### The metal 1 layer, run 1

The bar under the picture is 20 µm long. Supply wires on this layer in gray.
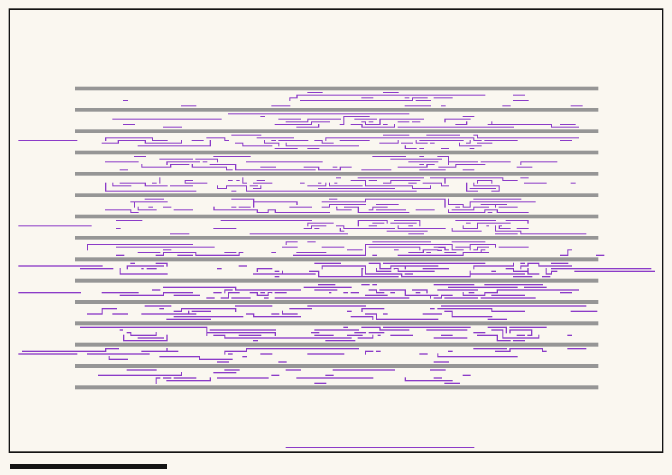
### Metal 2, run 1

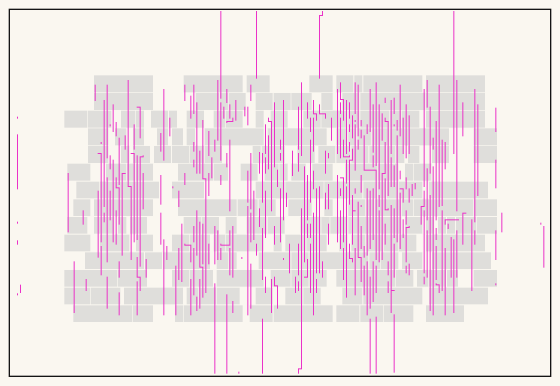
### Met3 routing, run 1

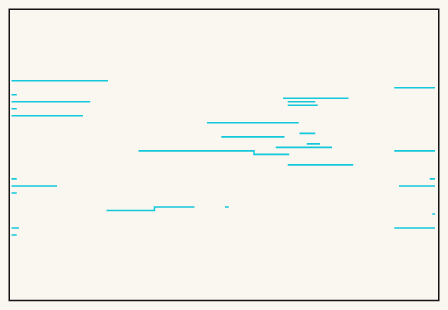
$ cat config.mk
export PLATFORM = sky130hd
export DESIGN_NAME = signed_product_accumulator
export DESIGN_NICKNAME = d
export VERILOG_FILES = /design/src/rtl/signed_mac_pkg.sv /design/src/rtl/signed_sat_add.sv /design/src/rtl/signed_product_accumulator.sv
export SDC_FILE = /design/constraint.sdc
export NUM_CORES = 1
export LEC_CHECK = 0
export CORE_ASPECT_RATIO = 0.6
export CORE_MARGIN = 8
export CORE_UTILIZATION = 45
export DETAILED_ROUTE_END_ITERATION = 8
export PLACE_DENSITY_LB_ADDON = 0.05
export SKIP_LAST_GASP = 1
export SYNTH_ARGS = -nofsm -noshare
export SYNTH_HDL_FRONTEND = slang
export SYNTH_SLANG_ARGS = --single-unit
$ cat constraint.sdc
create_clock -name clk -period 1.95 [get_ports clk]
set_input_delay 0.585 -clock clk [delete_from_list [all_inputs] [get_ports clk]]
set_output_delay 0.585 -clock clk [all_outputs]
set_load 0.02 [all_outputs]
$ cat src/rtl/signed_mac_pkg.sv
// Shared constants and types for the signed product accumulator slice.
package signed_mac_pkg;

  localparam int PROD_W_DEF = 8;
  localparam int ACC_W_DEF  = 12;
  localparam int COUNT_MIN  = 1;
  localparam int COUNT_MAX  = 16;

  typedef enum logic {
    ACCUM = 1'b0,
    DONE  = 1'b1
  } state_t;

endpackage

$ cat src/rtl/signed_sat_add.sv
// Combinational ACC_W-wide signed adder with overflow detect.
// Optional macro SIGNED_ACC_SATURATE_EN clamps the sum on overflow;
// otherwise the sum wraps two's complement.
module signed_sat_add #(
  parameter int ACC_W = 12
) (
  input  logic [ACC_W-1:0] a,
  input  logic [ACC_W-1:0] b,
  output logic [ACC_W-1:0] sum,
  output logic             ovf
);

  logic signed [ACC_W:0] wide;

  assign wide = $signed({a[ACC_W-1], a}) + $signed({b[ACC_W-1], b});
  // The two top bits of the one-bit-wider sum disagree exactly on signed overflow.
  assign ovf  = wide[ACC_W] ^ wide[ACC_W-1];

`ifdef SIGNED_ACC_SATURATE_EN
  // Clamp toward the rail indicated by the true sign (the extra top bit).
  function automatic logic [ACC_W-1:0] sat_clamp(input logic signed [ACC_W:0] w);
    logic [ACC_W-1:0] r;
    if (w[ACC_W] ^ w[ACC_W-1]) begin
      if (w[ACC_W]) r = {1'b1, {(ACC_W-1){1'b0}}};
      else          r = {1'b0, {(ACC_W-1){1'b1}}};
    end else begin
      r = w[ACC_W-1:0];
    end
    return r;
  endfunction

  assign sum = sat_clamp(wide);
`else
  assign sum = wide[ACC_W-1:0];
`endif

endmodule

$ cat src/rtl/signed_product_accumulator.sv
// Signed product accumulator: sums frames of COUNT signed products into an
// ACC_W-bit result delivered over a valid/ready port with a sticky overflow
// flag. Saturation is selected with the SIGNED_ACC_SATURATE_EN macro.
module signed_product_accumulator
  import signed_mac_pkg::*;
#(
  parameter int PROD_W = PROD_W_DEF,
  parameter int ACC_W  = ACC_W_DEF,
  parameter int COUNT  = 4
) (
  input  logic              clk,
  input  logic              rst,
  input  logic              in_valid,
  output logic              in_ready,
  input  logic [PROD_W-1:0] in_p,
  output logic              out_valid,
  input  logic              out_ready,
  output logic [ACC_W-1:0]  out_sum,
  output logic              out_ovf
);

  localparam int CNT_W = (COUNT > 1) ? $clog2(COUNT) : 1;
  localparam logic [CNT_W-1:0] CNT_LAST = CNT_W'(COUNT - 1);

  state_t state_q, state_d;

  logic signed [PROD_W-1:0] prod_p0;
  logic signed [ACC_W-1:0]  p_ext_p0;
  logic [ACC_W-1:0]         sum_p0;
  logic                     step_ovf_p0;

  logic signed [ACC_W-1:0]  acc_p1;
  logic                     ovf_p1;
  logic [CNT_W-1:0]         cnt_p1;

  logic accept;
  logic take;

  // Stage p0: sign-extend the incoming product and form the next sum.
  assign prod_p0  = in_p;
  assign p_ext_p0 = ACC_W'(prod_p0);

  signed_sat_add #(.ACC_W(ACC_W)) u_add (
    .a   (acc_p1),
    .b   (p_ext_p0),
    .sum (sum_p0),
    .ovf (step_ovf_p0)
  );

  // State register.
  always_ff @(posedge clk or posedge rst) begin
    if (rst) state_q <= ACCUM;
    else     state_q <= state_d;
  end

  // Next state and handshake outputs; handshakes depend on state only.
  always_comb begin
    state_d   = state_q;
    in_ready  = 1'b0;
    out_valid = 1'b0;
    accept    = 1'b0;
    take      = 1'b0;
    case (state_q)
      ACCUM: begin
        in_ready = 1'b1;
        accept   = in_valid;
        if (in_valid && (cnt_p1 == CNT_LAST)) state_d = DONE;
      end
      DONE: begin
        out_valid = 1'b1;
        take      = out_ready;
        if (out_ready) state_d = ACCUM;
      end
      default: state_d = ACCUM;
    endcase
  end

  // Stage p1: accumulator, beat counter and sticky overflow; cleared on take.
  always_ff @(posedge clk or posedge rst) begin
    if (rst) begin
      acc_p1 <= '0;
      cnt_p1 <= '0;
      ovf_p1 <= 1'b0;
    end else if (take) begin
      acc_p1 <= '0;
      cnt_p1 <= '0;
      ovf_p1 <= 1'b0;
    end else if (accept) begin
      acc_p1 <= $signed(sum_p0);
      cnt_p1 <= (cnt_p1 == CNT_LAST) ? '0 : cnt_p1 + 1'b1;
      ovf_p1 <= ovf_p1 | step_ovf_p0;
    end
  end

  assign out_sum = acc_p1;
  assign out_ovf = ovf_p1;

endmodule

==> run notes, run 1 <==
flow finished, numbers: sequential area share after synthesis 33.0%, CP peak stage delay 0.53 ns, Stages on worst setup path 7, Final Cell Area 2030 µm², initial antenna violation count 0, Clock Tree Root clkbuf_8, xor and xnor area share after synthesis 2.16%, most common cell in the netlist dfrtp_1, number of synthesized flops with an enable pin 0, Max VDD drop 0.00102 V, Yosys warnings 0, routed vias/inst 5.67, outcome completed, Sw Share 43.8%, Area Overhead vs Synth 67.4%, crit path max-delay cell type or4_1, placed cell count 218, DR vias 1292, WHS Path Cells 1, drt drc 0, Worst EP required 2.14 ns, Max-Cap Viols 0, Top area cell types dfrtp_1 33%, ha_1 13%, o21ai_0 4.9%, nand2_1 4.6%, nor2_1 3.7%, total power 3.63 mW, global routing met2 resource utilization 27.5%, Die Wd 83.1 µm, part of the power in registers 19.0%, Routability Congestion 0.866, R2R setup slack 0.06 ns, drt total wl 3.85 mm, share of cells above drive strength 1 37.2%, Cell Area, Synth 1210 µm², Site Rows 14, Final Hold Violating Endpoints 0, Hold Buf Count CTS 0, post-synth top area cell dfrtp_1, area figure in the yosys stat output 1210 µm², yosys cell count 131, Final Max Tran Viols 0, CP max FO 4, I/O Pins 27, Fmax 517 MHz, worst flop-to-flop path startpoint out_sum[0], gate count of the mapped netlist 131, first-pass GRT wire length 6.62 mm, synthesized net count 157, non-filler cells, final 228, Post-synth ARST share 100%, Tcrit/Tclk final 99.2%, mux frac, synth 0%, Worst setup startpoint in_p[6], R2R depth 8, P_sw 1.59 mW, Buf/Inv on CP 2, met3 Usage GRT 5.70%, register bit count reported by yosys 16, Late-Pin Clk Latency 0.26 ns, Least-Margin Pin Slew 0.298 ns, min-delay src cnt_p1[1], Mapped Avg Cell Area 9.27 µm², pin count of the biggest net entering global routing 17, FP Util 47.8%, CP startpoint kind input pin, per-cell routed wire length 16.9 µm, Unique masters post-synth 43, TritonCTS clock tree done, AND-OR/OR-AND Cells, Area Fraction 29.9%, post-DP HPWL 2.85 mm, Setup crit end kind register, CP cell instances dlygate4sd2_1 > ha_4 > buf_6 > o21a_1 > a21oi_2 > or4_1 > nand3_1, Pwr Density 1790 nW/µm², grt peak-use layer met2, placed cell areas 1790 µm², Sink Count 16, initial drt markers 95, Log Warnings 29, combinational share of power 73.8%, total negative slack 0 ns, maximum root-to-sink buffer count 2, Final Setup Violations 0, setup ws final 0.0159 ns, fin crit period 1.93 ns, Internal 2.04 mW, clock-pin slew on the worst setup and hold paths 0.06 ns, GR Overflow Total 0, Largest logic family AND-OR/OR-AND gates, Final ANT Viol Nets 0, yosys adder share 15.0%, Layout Skew 0.00836 ns, simple share 18.1%, n_diodes 0, H-tree depth 1, Min-Delay Path Class register to register, clock network power share 7.2%, crit-path leading delay family simple AND/OR/NAND/NOR gates, Dominant cell area share 33.0%, logic area 987 µm², met1 Use GR 21.5%, Fillers 162, pre-CTS worst setup slack -0.783 ns, Final #Nets 224, dominant register cell dfrtp_1, P_leak 0.891 nW, Die Size 4670 µm², Port Buf Inserts 26, vias in the first global route 1335, CTS Buf Count 3, drt pass-1 iters 4, All-Layer GR Usage 17.3%, critical path arrival 2.12 ns, hold_ws 0.552 ns, unrepaired setup endpoints after global routing true, Util after Layout 80.0%
Back to the opening pictures, 'The metal 1 layer':
share of all routed wire: 47%
longest straight run: 23.9 µm

Back to the opening pictures, 'Metal 2':
main direction: vertical
nets with wire on the layer: 201
longest straight run: 24.7 µm

Back to the opening pictures, 'Met3 routing':
main direction: horizontal
longest straight run: 22.3 µm
share of all routed wire: 5.7%
nets with wire on the layer: 26
wire length on this layer: 218 µm

==> run 1: layout make-up <==
class / count / area share (%)
multi-input cells: 109 / 48.6
repair buffers: 64 / 27.0
inverters: 4 / 0.738
clock buffers: 3 / 2.03
well taps: 32 / 1.97
flip-flops and latches: 16 / 19.7
==> run 1: power by group through the flow <==
| stage | clock network [mW] | logic [mW] | registers [mW] |
|---|---|---|---|
| floorplan | 0 | 1.17 | 0.810 |
| global placement | 0 | 2.25 | 0.655 |
| detailed placement | 0 | 2.30 | 0.664 |
| CTS | 0.265 | 2.44 | 0.687 |
| global route | 0.283 | 2.93 | 0.718 |
| finish | 0.262 | 2.68 | 0.691 |
==> run 1: layout by cell type, fill, tap and decap left out, types with 3 or more instances in the layout <==
cell type and instances:
a211oi_1 3, a21oi_1 3, a22o_1 4, buf_4 37, clkbuf_8 3, clkdlybuf4s15_1 3, clkdlybuf4s50_1 14, dfrtp_1 16
dlygate4sd2_1 4, ha_1 3, ha_4 10, inv_1 4, nand2_1 14, nor2_1 11, o21ai_0 11, o21ai_2 3
==> run 1: path summary, 6_finish.rpt <==
check / to
setup / recovery: out_sum[8]
hold / removal: cnt_p1[1]
setup reg to reg: out_sum[8]
hold reg to reg: cnt_p1[1]
max in group asynchronous: out_sum[8]
min in group asynchronous: out_ovf
==> run 1: flip-flops by register name, summed over array words and instances (netlist names) <==
signal,count
out_sum,12
cnt_p1,2
out_ovf,1
state_q,1
==> run 1: cells by family after synthesis <==
family | after synthesis
buffers and inverters | 6
and+or+nand+nor | 45
xor gates and xnor gates | 3
adders and majority gates | 14
DFF | 16
AOI/OAI and AO/OA | 47
==> run 1: metal layers <==
layer	share of wire, %	vias up
met3	5.7	4
met4	0.94	0
met5	0	-
met1	47	617
met2	46	38
li1	-	633
## Run 2: what changed since run 1
Settings changed: SETUP_SLACK_MARGIN set to 0.5.
### Signal wires on met4, run 2

The bar under the picture is 20 µm long. Supply wires on this layer in gray.
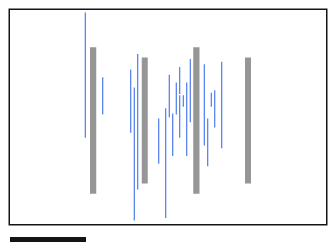
wire length on this layer: 323 µm
share of all routed wire: 5.2%
nets with wire on the layer: 19

### Met3 routing, run 2

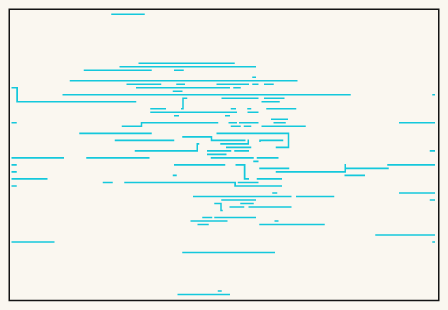
main direction: horizontal
share of all routed wire: 11%
longest straight run: 55.7 µm

### The metal 1 layer, run 2

The bar under the picture is 20 µm long. Supply wires on this layer in gray.
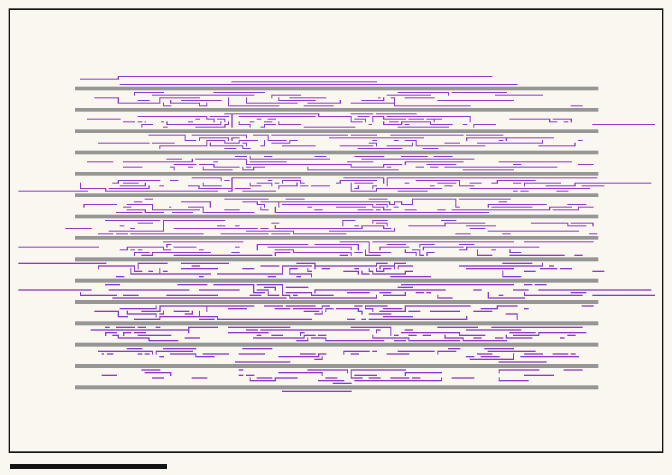
share of all routed wire: 37%
longest straight run: 50.6 µm

==> run 2 against run 1 <==
  * The flow now finishes with violations (negative setup slack)
  * Flip-flop count is the same
  * Wire length grew 61%
  * Sequential power grew 2%
  * Setup slack lost 0.26 ns
  * Non-clock buffer count grew 24
  * Total power grew 27%
  * Final area grew 13%
  * Fmax shrank 12%
  * Die area is the same
  * Largest cell class unchanged
  * Highest routed layer unchanged
  * Clock power grew 19%
  * Combinational power grew 34%
  * Clock-buffer cell count grew 1
==> run notes, run 2 <==
flow finished, numbers: min-delay src cnt_p1[0], Final Max Tran Viols 0, most common cell in the netlist dfrtp_1, Yosys warnings 0, Post-synth ARST share 100%, fin crit period 2.19 ns, initial antenna violation count 0, post-synth top area cell dfrtp_1, yosys cell count 131, Layout Skew 0.00105 ns, Setup crit end kind register, Die Wd 83.1 µm, initial drt markers 140, Die Size 4670 µm², R2R setup slack -0.19 ns, WHS Path Cells 1, per-cell routed wire length 24.5 µm, n_diodes 0, Max-Cap Viols 0, Unique masters post-synth 43, share of cells above drive strength 1 58.4%, outcome complete, but fails checks, Pwr Density 2010 nW/µm², CP cell instances dlygate4sd2_1 > ha_4 > nand2_1 > a21oi_2 > o41ai_2 > buf_4 > a2111oi_2 > a211oi_1, Final Setup Violations 9, P_leak 1.05 nW, critical path arrival 2.32 ns, Fmax 456 MHz, Site Rows 14, setup ws final -0.242 ns, total negative slack -0.862 ns, first-pass GRT wire length 8.42 mm, Late-Pin Clk Latency 0.26 ns, post-DP HPWL 3.33 mm, Dominant cell area share 33.0%, Final #Nets 248, reg-to-reg endpoint out_ovf, unrepaired setup endpoints after global routing true, Top area cell types dfrtp_1 33%, ha_1 13%, o21ai_0 4.9%, nand2_1 4.6%, nor2_1 3.7%, yosys adder share 15.0%, area figure in the yosys stat output 1210 µm², Largest logic family AND-OR/OR-AND gates, Mapped Avg Cell Area 9.27 µm², Worst EP required 2.08 ns, dominant register cell dfrtp_1, xor and xnor area share after synthesis 2.16%, violated checks negative setup slack, max reg flops 12, CP startpoint kind input pin, Final Cell Area 2300 µm², R2R depth 7, Max VDD drop 0.00118 V, non-filler cells, final 253, pin count of the biggest net entering global routing 17, GR Overflow Total 0, mux frac, synth 0%, Clock Tree Root clkbuf_8, TritonCTS clock tree done, CTS Buf Count 3, Area Overhead vs Synth 89.5%, Hold Buf Count CTS 0, FP Util 47.8%, crit path max-delay cell type a2111oi_2, CP max FO 4, hold_ws 0.551 ns, register bit count reported by yosys 16, Tcrit/Tclk final 112%
==> run 2: cell families after synthesis <==
kind of cell	count (synthesis)
AOI/OAI and AO/OA	47
DFF	16
adders and majority gates	14
buffers and inverters	6
xor gates and xnor gates	3
and+or+nand+nor	45
==> run 2: layout make-up <==
| type | count | area [µm²] | area share (%) |
|---|---|---|---|
| Timing Repair Buffer | 88 | 741 | 32.2 |
| Tap cell | 32 | 40.0 | 1.74 |
| Sequential cell | 16 | 403 | 17.5 |
| Clock buffer | 4 | 55.1 | 2.39 |
| Inverter | 4 | 17.5 | 0.761 |
| Multi-Input combinational cell | 109 | 1050 | 45.4 |
==> run 2: metal layers <==
layer  vias to the layer above  track usage, %  wire [µm]
met5                         -               0          0
met4                         0            6.97        323
met3                        43            6.29        691
met2                       139            37.7       2870
met1                       759            25.8       2320
li1                        683               -          -
==> run 2: critical path: cells and delay by family <==
family | cells | cell delay [ns]
fa+ha+maj | 1 | 0.29
simple gates | 1 | 0.10
buf+inv | 2 | 0.43
compound gates | 4 | 0.92
==> run 2: worst max-delay path by stage <==
stage / cells past startpoint / end / start / slack (ns)
2_1_floorplan: 7 / out_ovf / in_p[0] / -0.09
3_3_place_gp: 8 / out_ovf / in_p[0] / -0.60
3_5_place_dp: 9 / out_sum[11] / in_p[7] / -0.71
4_1_cts: 7 / out_sum[8] / out_sum[0] / -0.04
5_1_grt: 8 / out_ovf / in_p[6] / -0.24
6_report: 8 / out_ovf / in_p[6] / -0.24
==> run 2: where the power goes <==
group	internal [mW]	switching [mW]	total (mW)
registers	0.504	0.202	0.706
clock network	0.180	0.132	0.312
logic	1.82	1.78	3.60
## Run 3: what changed since run 2
Settings changed: CELL_PAD_IN_SITES_DETAIL_PLACEMENT set to 2, CELL_PAD_IN_SITES_GLOBAL_PLACEMENT set to 2, CORE_UTILIZATION 45 to 27, SLEW_MARGIN set to 15.
### Track usage over the die, run 3

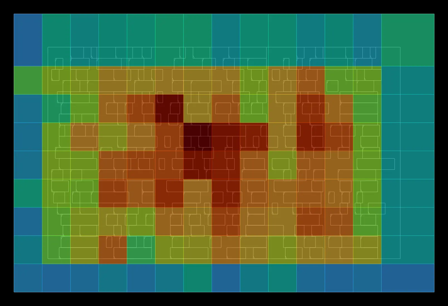
grt peak-use layer: met2
met3 Usage GRT: 4.77%
All-Layer GR Usage: 17.5%
Util after Layout: 54.3%
met1 Use GR: 19.3%

### Metal 2, run 3

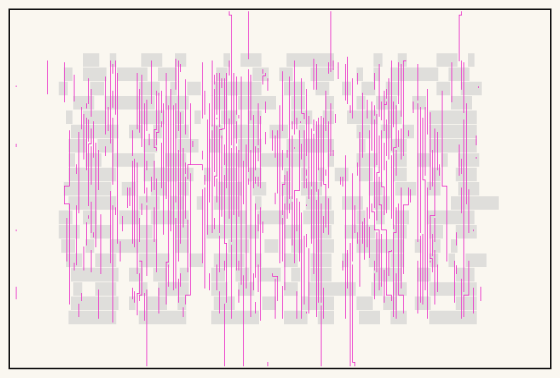
share of all routed wire: 52%
nets with wire on the layer: 239
longest straight run: 39.4 µm

### Placement by cell class, run 3

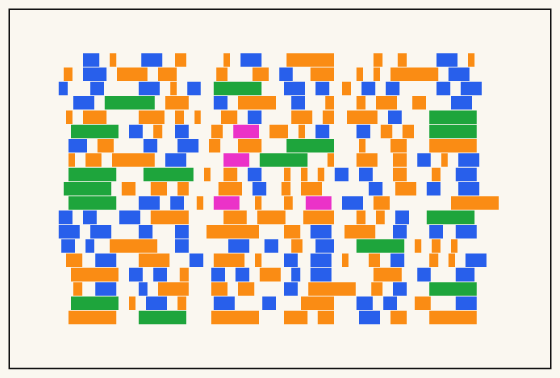
| color | class | cells | share of their area |
|---|---|---|---|
| blue | remaining buffers and delay cells | 87 | 33% |
| green | registers | 16 | 17% |
| magenta | clock drivers and dummy loads | 4 | 2.4% |
| orange | remaining logic cells | 113 | 47% |

==> run 3 against run 2 <==
  * The flow still finishes with violations (negative setup slack)
  * Clock power grew 5%
  * Final cell count rose by 12%
  * Global-route usage decreased by 4.5 points
  * Register-to-register slack got worse by 0.04 ns
  * First-iteration DRC count fell by 67%
  * Fmax rose by 0.38%
  * Via count is 7.4% lower
==> run notes, run 3 <==
flow finished, numbers: Layout Skew 0.00220 ns, PostCTS Resize Cnt 153, Pwr Density 1940 nW/µm², Final ANT Viol Nets 0, Area Overhead vs Synth 98.8%, max reg flops 12, Log Warnings 29, P_leak 1.06 nW, initial antenna violation count 0, Top area cell types dfrtp_1 33%, ha_1 13%, o21ai_0 4.9%, nand2_1 4.6%, nor2_1 3.7%, TritonCTS clock tree done, Final Hold Violating Endpoints 0, Port Buf Inserts 26, commonest cells in the netlist 16 x dfrtp_1, 15 x nand2_1, 13 x ha_1, 12 x nor2_1, 12 x o21ai_0, crit-path leading delay family AND-OR/OR-AND gates, Critical Path End out_ovf, post-DP HPWL 3.90 mm, sequential area share after synthesis 33.0%, Top cells excl fill/tap 46 x buf_4, 30 x buf_6, 14 x dfrtp_1, 13 x nand2_1, 10 x ha_4, CP peak stage delay 0.42 ns, Max-Cap Viols 0, clock-pin slew on the worst setup and hold paths 0.08 ns, most numerous logic cell after layout buf_4, area figure in the yosys stat output 1210 µm², fin crit period 2.18 ns, Buf/Inv on CP 0, Tcrit/Tclk final 112%, total power 4.68 mW, maximum root-to-sink buffer count 2, share of cells above drive strength 1 60.5%, CTS Buf Count 3, Routability Congestion 0.784, synthesized net count 157, Rel. slew slack 73.5%, top sig layer met4, global routing met2 resource utilization 33.7%, crit path max-delay cell type dfrtp_1, H-tree depth 1, number of synthesized flops with an enable pin 0, routed length on met2 3.38 mm, worst flop-to-flop path startpoint out_sum[0], drt drc 0, Clock Tree Root clkbuf_8, R2R setup slack -0.23 ns, outcome complete, but fails checks, DR WL met3 278 µm, Fmax 458 MHz, Unique masters post-synth 43, pre-CTS worst setup slack -0.734 ns, R2R depth 7, Cell Area, Synth 1210 µm², Stages on worst setup path 7, Fillers 457, vias in the first global route 1670, Post-synth ARST share 100%, first-pass GRT wire length 9.20 mm, most common cell in the netlist dfrtp_1, Late-Pin Clk Latency 0.26 ns, Min-Delay Path Class register to register, routed vias/inst 5.31, CP cell instances ha_4 > fa_2 > a211oi_4 > o21ai_2 > a211oi_2 > or2_1 > a211oi_2, GR Overflow Total 0, Placeable Area 4450 µm², gate count of the mapped netlist 131, Worst setup startpoint out_sum[0], DIE HEIGHT 68.0 µm, CP max FO 3, Setup Buffers After CTS 18, Top cell by count, worst path a211oi_2, placed cell areas 1930 µm², reg-to-reg endpoint out_ovf, Least-Margin Pin Slew 0.395 ns, Final Setup Violations 6, Sink Count 16, n_diodes 0, critical path arrival 2.32 ns, Die Size 6970 µm², Dominant cell area share 33.0%, dominant register cell dfrtp_1, Mapped Avg Cell Area 9.27 µm², yosys cell count 131, Final Max Tran Viols 0, drt total wl 6.51 mm, FP Util 27.3%, CP startpoint kind register, post-synth top area cell dfrtp_1, drt pass-1 iters 4, Final #Nets 247, register bit count reported by yosys 16, Setup crit end kind register, Critical Setup Path Class register to register, Die Wd 103 µm, I/O Pins 27, DR vias 1504, Site Rows 19, pin count of the biggest net entering global routing 17, WL met1 2.74 mm, setup ws final -0.233 ns, unrepaired setup endpoints after global routing true, Hold Buf Count CTS 0, per-cell routed wire length 23.0 µm, Yosys warnings 0, Worst EP required 2.09 ns, min-delay src cnt_p1[1], Max VDD drop 0.000896 V, initial drt markers 46, violated checks negative setup slack, Final Cell Area 2410 µm²
[run 3: netlist changes by cell type in the layout (fill, tap and decap cells not counted), moves of 2 or more]
cell,before,now
dlygate4sd2_1,5,2
buf_4,52,46
buf_2,8,4
clkdlybuf4s15_1,0,2
buf_6,21,30
[run 3: cell type report]
type	instances	area [µm²]	share of cell area [%]
Sequential cell	16	403	16.7
Tap cell	63	78.8	3.26
Clock buffer	4	55.1	2.28
Multi-Input combinational cell	109	1090	45.0
Timing Repair Buffer	87	774	32.1
Inverter	4	17.5	0.725
[run 3: power breakdown]
| group | switching (mW) | internal, mW | total (mW) |
|---|---|---|---|
| clock | 0.147 | 0.180 | 0.327 |
| combinational | 1.78 | 1.87 | 3.65 |
| sequential | 0.201 | 0.502 | 0.704 |
| total | 2.13 | 2.56 | 4.68 |
[run 3: logic make-up (layout without fill, tap and decap cells)]
logic type,after synthesis,in the layout,share of synthesized area (%)
compound gates,47,47,29.9
simple gates,45,45,18.1
fa+ha+maj,14,14,15.0
flops,16,16,33.0
xor+xnor,3,3,2.16
buf+inv,6,95,1.85
[run 3: through the flow]
stage | cells | hold slack [ns] | setup TNS [ns]
6_report | 283 | 0.526 | -0.629
5_1_grt | 283 | 0.537 | -1.04
4_1_cts | 277 | 0.525 | -0.101
3_5_place_dp | 255 | 0.501 | -7.40
3_3_place_gp | 255 | 0.489 | -6.63
2_1_floorplan | 131 | 0.470 | -0.0896
[run 3: worst min-delay path by stage]
stage / cells past startpoint / endpoint / slack, ns
6_report: 1 / cnt_p1[1] / 0.53
5_1_grt: 1 / cnt_p1[1] / 0.54
4_1_cts: 1 / cnt_p1[1] / 0.53
3_5_place_dp: 1 / cnt_p1[1] / 0.50
3_3_place_gp: 1 / cnt_p1[1] / 0.49
2_1_floorplan: 1 / cnt_p1[1] / 0.47
Power figures rest on the tool's default switching activity, not on a simulated workload.
